===== src/rtl/dmem_arbiter.sv =====
// Two-requester round-robin data-memory arbiter. Partial-word stores are
// performed as a read-modify-write against a full-word-write memory.
module dmem_arbiter #(
  parameter int AW        = 32,
  parameter int IDLE_PRIO = 0
) (
  input  logic          clk,
  input  logic          rst,
  input  logic          m0_req,
  input  logic          m0_we,
  input  logic [AW-1:0] m0_addr,
  input  logic [31:0]   m0_wdata,
  input  logic [3:0]    m0_mask,
  output logic          m0_gnt,
  output logic          m0_done,
  output logic [31:0]   m0_rdata,
  input  logic          m1_req,
  input  logic          m1_we,
  input  logic [AW-1:0] m1_addr,
  input  logic [31:0]   m1_wdata,
  input  logic [3:0]    m1_mask,
  output logic          m1_gnt,
  output logic          m1_done,
  output logic [31:0]   m1_rdata,
  output logic          mem_ce,
  output logic          mem_we,
  output logic [AW-1:0] mem_addr,
  output logic [31:0]   mem_wdata,
  input  logic [31:0]   mem_rdata,
  output logic          busy
);

  typedef enum logic [1:0] {
    IDLE     = 2'd0,
    ACCESS   = 2'd1,
    WAIT     = 2'd2,
    MERGE_WR = 2'd3
  } state_t;

  function automatic logic [31:0] lane_mask(input logic [3:0] mask);
    logic [31:0] m;
    m = 32'h0000_0000;
    for (int i = 0; i < 4; i++) begin
      m[8*i +: 8] = mask[i] ? 8'hFF : 8'h00;
    end
    return m;
  endfunction

  function automatic logic [31:0] merge_word(input logic [3:0]  mask,
                                             input logic [31:0] new_word,
                                             input logic [31:0] old_word);
    logic [31:0] m;
    m = lane_mask(mask);
    return (new_word & m) | (old_word & ~m);
  endfunction

  state_t        state_r, state_s;
  logic          grant_s, winner_s;
  logic          owner_r, last_r, we_r;
  logic [3:0]    mask_r;
  logic [31:0]   wdata_r, old_r, wdata_hold_r, wr_word_s;
  logic [31:0]   rdata0_r, rdata1_r;
  logic [AW-1:0] addr_r;
  logic          done0_r, done1_r;
  logic          fin_s, rd_fin_s, old_ld_s;
  logic          unused_addr_bits;

  assign unused_addr_bits = ^{m0_addr[1:0], m1_addr[1:0]};

  // Round-robin pick among current requests; only IDLE accepts, never while in reset.
  always_comb begin
    grant_s  = 1'b0;
    winner_s = 1'b0;
    if (!rst && (state_r == IDLE) && (m0_req || m1_req)) begin
      grant_s = 1'b1;
      if (m0_req && m1_req) begin
        winner_s = ~last_r;
      end else begin
        winner_s = m1_req;
      end
    end else begin
      grant_s  = 1'b0;
      winner_s = 1'b0;
    end
  end

  assign m0_gnt = grant_s & ~winner_s;
  assign m1_gnt = grant_s & winner_s;

  // Next-state and memory-side strobes.
  always_comb begin
    state_s   = state_r;
    mem_ce    = 1'b0;
    mem_we    = 1'b0;
    wr_word_s = wdata_hold_r;
    fin_s     = 1'b0;
    rd_fin_s  = 1'b0;
    old_ld_s  = 1'b0;
    case (state_r)
      IDLE: begin
        if (grant_s) begin
          state_s = ACCESS;
        end else begin
          state_s = IDLE;
        end
      end
      ACCESS: begin
        if (we_r && (mask_r == 4'hF)) begin
          mem_ce    = 1'b1;
          mem_we    = 1'b1;
          wr_word_s = wdata_r;
          fin_s     = 1'b1;
          state_s   = IDLE;
        end else if (we_r && (mask_r == 4'h0)) begin
          fin_s   = 1'b1;
          state_s = IDLE;
        end else begin
          mem_ce  = 1'b1;
          state_s = WAIT;
        end
      end
      WAIT: begin
        if (we_r) begin
          old_ld_s = 1'b1;
          state_s  = MERGE_WR;
        end else begin
          rd_fin_s = 1'b1;
          fin_s    = 1'b1;
          state_s  = IDLE;
        end
      end
      MERGE_WR: begin
        mem_ce    = 1'b1;
        mem_we    = 1'b1;
        wr_word_s = merge_word(mask_r, wdata_r, old_r);
        fin_s     = 1'b1;
        state_s   = IDLE;
      end
      default: begin
        state_s = IDLE;
      end
    endcase
  end

  // State register.
  always_ff @(posedge clk or posedge rst) begin
    if (rst) begin
      state_r <= IDLE;
    end else begin
      state_r <= state_s;
    end
  end

  // Command capture at grant; last_r starts opposite IDLE_PRIO so IDLE_PRIO wins first.
  always_ff @(posedge clk or posedge rst) begin
    if (rst) begin
      owner_r <= 1'b0;
      last_r  <= (IDLE_PRIO == 0) ? 1'b1 : 1'b0;
      we_r    <= 1'b0;
      mask_r  <= 4'h0;
      wdata_r <= 32'h0000_0000;
      addr_r  <= '0;
    end else if (grant_s) begin
      owner_r <= winner_s;
      last_r  <= winner_s;
      we_r    <= winner_s ? m1_we : m0_we;
      mask_r  <= winner_s ? m1_mask : m0_mask;
      wdata_r <= winner_s ? m1_wdata : m0_wdata;
      addr_r  <= winner_s ? {m1_addr[AW-1:2], 2'b00} : {m0_addr[AW-1:2], 2'b00};
    end else begin
      owner_r <= owner_r;
      last_r  <= last_r;
    end
  end

  // Old word for read-modify-write and last written word on the memory bus.
  always_ff @(posedge clk or posedge rst) begin
    if (rst) begin
      old_r        <= 32'h0000_0000;
      wdata_hold_r <= 32'h0000_0000;
    end else begin
      if (old_ld_s) begin
        old_r <= mem_rdata;
      end else begin
        old_r <= old_r;
      end
      if (mem_we) begin
        wdata_hold_r <= wr_word_s;
      end else begin
        wdata_hold_r <= wdata_hold_r;
      end
    end
  end

  // Completion pulses and per-requester read data.
  always_ff @(posedge clk or posedge rst) begin
    if (rst) begin
      done0_r  <= 1'b0;
      done1_r  <= 1'b0;
      rdata0_r <= 32'h0000_0000;
      rdata1_r <= 32'h0000_0000;
    end else begin
      done0_r <= fin_s & ~owner_r;
      done1_r <= fin_s & owner_r;
      if (rd_fin_s && !owner_r) begin
        rdata0_r <= mem_rdata & lane_mask(mask_r);
      end else begin
        rdata0_r <= rdata0_r;
      end
      if (rd_fin_s && owner_r) begin
        rdata1_r <= mem_rdata & lane_mask(mask_r);
      end else begin
        rdata1_r <= rdata1_r;
      end
    end
  end

  assign m0_done   = done0_r;
  assign m1_done   = done1_r;
  assign m0_rdata  = rdata0_r;
  assign m1_rdata  = rdata1_r;
  assign mem_addr  = addr_r;
  assign mem_wdata = wr_word_s;
  assign busy      = (state_r != IDLE);

endmodule


===== config.mk =====
export PLATFORM = sky130hd
export DESIGN_NAME = dmem_arbiter
export DESIGN_NICKNAME = d
export VERILOG_FILES = /design/src/rtl/dmem_arbiter.sv
export SDC_FILE = /design/constraint.sdc
export NUM_CORES = 1
export LEC_CHECK = 0
export CAP_MARGIN = 0
export CELL_PAD_IN_SITES_DETAIL_PLACEMENT = 0
export CELL_PAD_IN_SITES_GLOBAL_PLACEMENT = 1
export CORE_AREA = 2 2 148 179
export DETAILED_ROUTE_END_ITERATION = 8
export DIE_AREA = 0 0 150 181
export GPL_ROUTABILITY_DRIVEN = 1
export PLACE_DENSITY = 0.93
export REMOVE_ABC_BUFFERS = 1
export SLEW_MARGIN = 15
export SYNTH_ARGS = -nofsm -noshare
export SYNTH_HDL_FRONTEND = slang
export SYNTH_SLANG_ARGS = --single-unit

===== constraint.sdc =====
create_clock -name clk -period 13.8 [get_ports clk]
set_input_delay 1.38 -clock clk [delete_from_list [all_inputs] [get_ports clk]]
set_output_delay 1.38 -clock clk [all_outputs]
set_load 0.05 [all_outputs]

run_1/final_placement.png
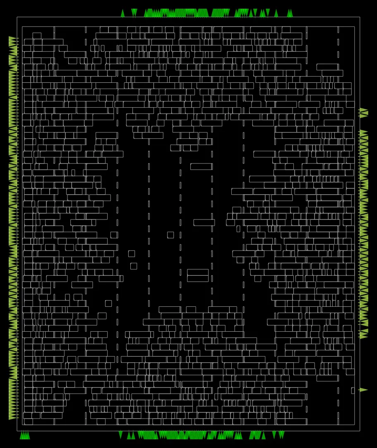
core area: 25,300 um^2
FFs & Latches: 201

run_1/cell_classes.png
(2 px per um)
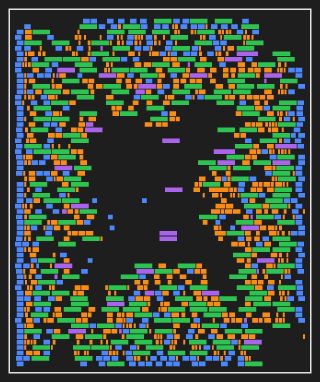
[clock drivers and dummy loads] purple | cells: 39 | share of their area: 5.8%
[all other logic] orange | cells: 586 | share of their area: 31%
[other buffers and delay cells] blue | cells: 312 | share of their area: 24%
[flip-flops] green | cells: 201 | share of their area: 39%
flop share of the area: 37.8%
post-route cell area: 13,300 um^2
standard-cell row count: 64
Final Core Density: 52.6%

run_1/port_nets.png
(1.5 px per um)
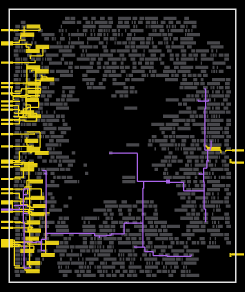
[`mem_addr`] yellow | bits: 32 | direction: output | edge: 29 left, 3 right | end cells: 32 | buffers: 30 | wire: 1,100 um
[`m1_gnt`] purple | bits: 1 | direction: output | edge: left | end cells: 1 | buffers: 1 | wire: 535 um
I/O Pins: 309
Buffers on Ports: 302

==> flow_summary.toml, run 1 <==
# physical design summary
[status]
outcome = "completed"

[clock_tree]
post_cts_buffers = 0
hold_buffers = 0
cts.sinks = 201
cts_tree = "built"
h-tree-depth = 1
ctsResizeCount = 0
clk_pin_slew_ns = 0.06
insertion_delay_ns = 0.50

[worst_setup_path]
cpPeakStageDelay_ns = 1.05
cp_max_fo = 64
worstReg2RegEnd = "wdata_hold_r[6]"
reg2reg_depth = 3
worstPathArrival_ns = 4.42
reg2reg_from = "mask_r[0]"
cp_cell_sequence = "and4_2, and3_4, o31a_1, clkdlybuf4s50_1"
crit_family = "simple AND/OR/NAND/NOR gates"
crit_path_end = "mem_wdata[19]"

[timing]
hold_violations = 0
worst_slew_margin_rel_pct = 26.6
worstMarginPinSlew_ns = 1.10
fin_setup_tns_ns = 0
rsz0062_at_grt = "no"
fmax_ghz = 0.172
setup_viol = 0
worst_slack_ns = 8.00

[detailed_routing]
drt-vias-per-instance = 5.45
wl_um = 29100
vias = 8004
drt-met1-wl_um = 12000

[power_and_ir_drop]
clock_power_share_pct = 17.0
p_seq_mw = 1.08
switching_share_pct = 45.4
power_switching_mw = 1.64
p_clk_uw = 614
powerDensity_nw_per_um2 = 271
ir_drop_mv = 0.156
power_leader = "combinational logic"
p_comb_share_pct = 52.9
p_int_mw = 1.97
fin_total_pwr_mw = 3.61

[worst_hold_path]
min_from = "m0_rdata[22]"
min_path_type = "reg2reg"
min_to = "m0_rdata[22]"
hold_depth = 2

[place]
placed_area_um2 = 12600
post-place-ws_ns = 8.31
dp.cells = 1429
dp_hpwl_um = 18200

[global_routing]
grt_use_met2_pct = 37.4
grt_pass1_wl_um = 45600
grt_usage_pct = 21.2
grt_antenna_before_repair = 0
busiest_layer = "met2"
grt_use_met1_pct = 25.8

[synth]
simple_gate_share_pct = 14.5
logic_family = "AND-OR/OR-AND gates"
syn_area_um2 = 9490
synth_cell_types = 34
ff_type = "dfrtp_1"
edf_count = 0
ys_area_um2 = 9490

[layout]
area_delta_synth_final_pct = 40.3
signal_buffers = 312
num_antenna_cells = 0
layout.nets = 1297
stdcell_count = 1468
dominant-cell-class = "sequential cells"
layout.nonclk_buf_share_pct = 23.2
ff_latch_area_um2 = 5030
nMultiInputCombCells = 583

[floorplanning]
fp.dieW_um = 150
chipArea_um2 = 27200
nWellTaps = 330
-- run 1: cell usage in the layout (no fill, tap or decap), types with 6 or more instances in the layout --
master,n
mux2_2,32
o31a_1,64
nor3_2,19
clkbuf_16,23
dfrtp_1,200
mux2i_1,33
clkdlybuf4s50_1,301
a221o_1,67
nor2b_1,32
o21ai_0,64
a32oi_1,32
buf_4,10
clkbuf_1,6
nand2_1,167
nor3_1,51
-- run 1: cell usage after synthesis, drive strengths merged (32+ instances only) --
cell type / instances / share of area (%)
nor2b: 34 / 2.2
clkbuf: 61 / 2.4
o21ai: 66 / 3.5
a221o: 67 / 7.1
nor3: 70 / 4.7
mux2i: 33 / 3.5
a32oi: 32 / 3.0
mux2: 32 / 3.8
dfrtp: 200 / 53
buf: 36 / 2.9
nand2: 167 / 6.6
o31a: 64 / 5.9
run_1/met1.png
(2 px per um) Supply wires on this layer in gray. Cells faint in the background.
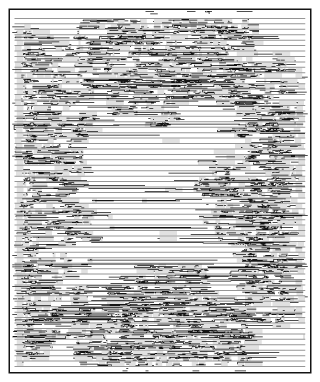

==> inputs of run 2 (changes only) <==
CORE_AREA = 2 2 154 186   (was 2 2 148 179)
DIE_AREA = 0 0 156 188   (was 0 0 150 181)
PLACE_DENSITY = 0.87   (was 0.93)
clock period = 5.6 ns   (was 13.8 ns; I/O delays follow)
run_2/met1.png
(2 px per um) Supply wires on this layer in gray. Cells faint in the background.
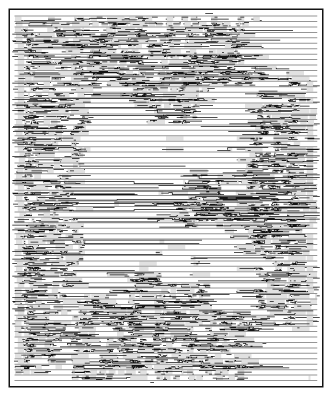
main direction: horizontal
wire length on this layer: 12,800 um
share of all routed wire: 43%
longest straight run: 113 um
Vias: 8,058
Post-Route WL: 29,600 um

run_2/final_placement.png
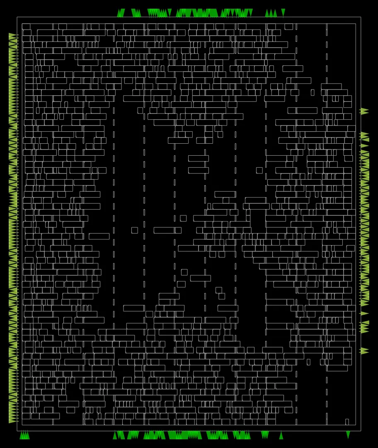
core area: 27,600 um^2
non-filler instance count after layout: 1,488
standard-cell row count: 67
Final Core Density: 48.5%

run_2/density.png
(2 px per um) The die is cut into 16 by 19 equal tiles; dark blue is low, red is high, 0 to 100% covered.
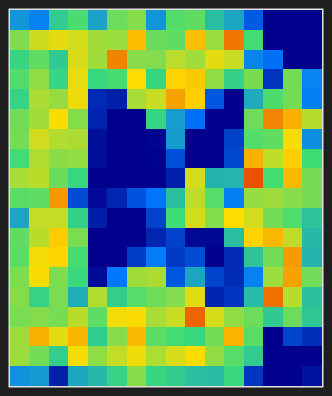
fullest tile: 91%
mean over tiles: 44%
emptiest ninth of the die: middle
tiles over 75% full: 9.2%
nearly empty tiles: 14%
initial core utilization: 34.4%

==> flow_summary.toml, run 2 <==
# physical design summary
[synth]
top_cell_area_share_pct = 52.8
ys_area_um2 = 9490
yosys.area.top_type = "dfrtp_1"
yosys-top-cells-area = "dfrtp_1, a221o_1, nand2_1"
simple_gate_share_pct = 14.5
synthTopCellsByCount = "dfrtp_1, nand2_1, a221o_1"
synth_top_cell_by_count = "dfrtp_1"
synth_cell_types = 34
syn_area_um2 = 9490

[place]
placed_area_um2 = 12600
dp_hpwl_um = 18300
post-place-ws_ns = 2.21
io_buffer_count = 302

[clock_tree]
hold_buffers = 0
h-tree-depth = 1
clk_pin_slew_ns = 0.06
post_cts_buffers = 0
ctsResizeCount = 0
cts.sinks = 201
cts_tree = "built"

[worst_hold_path]
min_from = "m0_rdata[14]"
min_to = "m0_rdata[14]"
min_path_type = "reg2reg"
hold_depth = 2

[worst_setup_path]
reg2reg_from = "state_r[1]"
worstPathArrival_ns = 3.17
crit_family = "buffers and inverters"
cpPeakStageDelay_ns = 0.85
critPathSlowestCell = "clkdlybuf4s50_1"
cp_cell_sequence = "and3_4, o31a_1, clkdlybuf4s50_1"
reg2reg_depth = 4
worstReg2RegEnd = "mask_r[1]"

[power_and_ir_drop]
powerDensity_nw_per_um2 = 665
ir_drop_mv = 0.309

[timing]
fmax_ghz = 0.268
hold_violations = 0
holdWs_ns = 0.476
worst_slew_margin_rel_pct = 28.3
fin_setup_tns_ns = 0
worst_slack_ns = 1.87
worstMarginPinSlew_ns = 1.07
setup_viol = 0
finalClockPeriodUsage_pct = 66.5
rsz0062_at_grt = "no"

[layout]
design.seq.count = 201
layout.cells.most_common = "clkdlybuf4s50_1"
fin_area_um2 = 13400
seq_area_share_pct = 37.6
layout_top_cells = "clkdlybuf4s50_1, dfrtp_1, nand2_1"
area_delta_synth_final_pct = 41.0
signal_buffers = 316
layout.nets = 1301
nMultiInputCombCells = 583
comb_area_share_pct = 29.9
layout.nonclk_buf_share_pct = 23.4

[global_routing]
grt_use_met1_pct = 25.5
grt_max_degree = 158
grt_usage_pct = 19.7
grt_pass1_wl_um = 45500
busiest_layer = "met2"
grt_use_met2_pct = 32.8
grtUsageMet3_pct = 4.39
grt_antenna_before_repair = 0

[status]
outcome = "completed"

[detailed_routing]
drt-vias-per-instance = 5.42
drt-met1-wl_um = 12800

[floorplanning]
chipArea_um2 = 29300
nWellTaps = 345
fp.dieW_um = 156
[run 2: through the flow]
| stage | power [mW] | std cells |
|---|---|---|
| 2_1_floorplan | 5.72 | 787 |
| 3_3_place_gp | 7.37 | 1448 |
| 3_5_place_dp | 7.44 | 1448 |
| 4_1_cts | 8.97 | 1488 |
| 5_1_grt | 9.35 | 1488 |
| 6_report | 8.89 | 1488 |
[run 2: power breakdown]
part / leakage [nW] / switching [mW] / total, mW / internal, mW
logic: 2.55 / 3.00 / 4.78 / 1.78
clock network: 0.384 / 0.597 / 1.50 / 0.899
registers: 2.49 / 0.455 / 2.62 / 2.16
total: 5.42 / 4.05 / 8.89 / 4.84
Power and IR drop assume default switching activity.
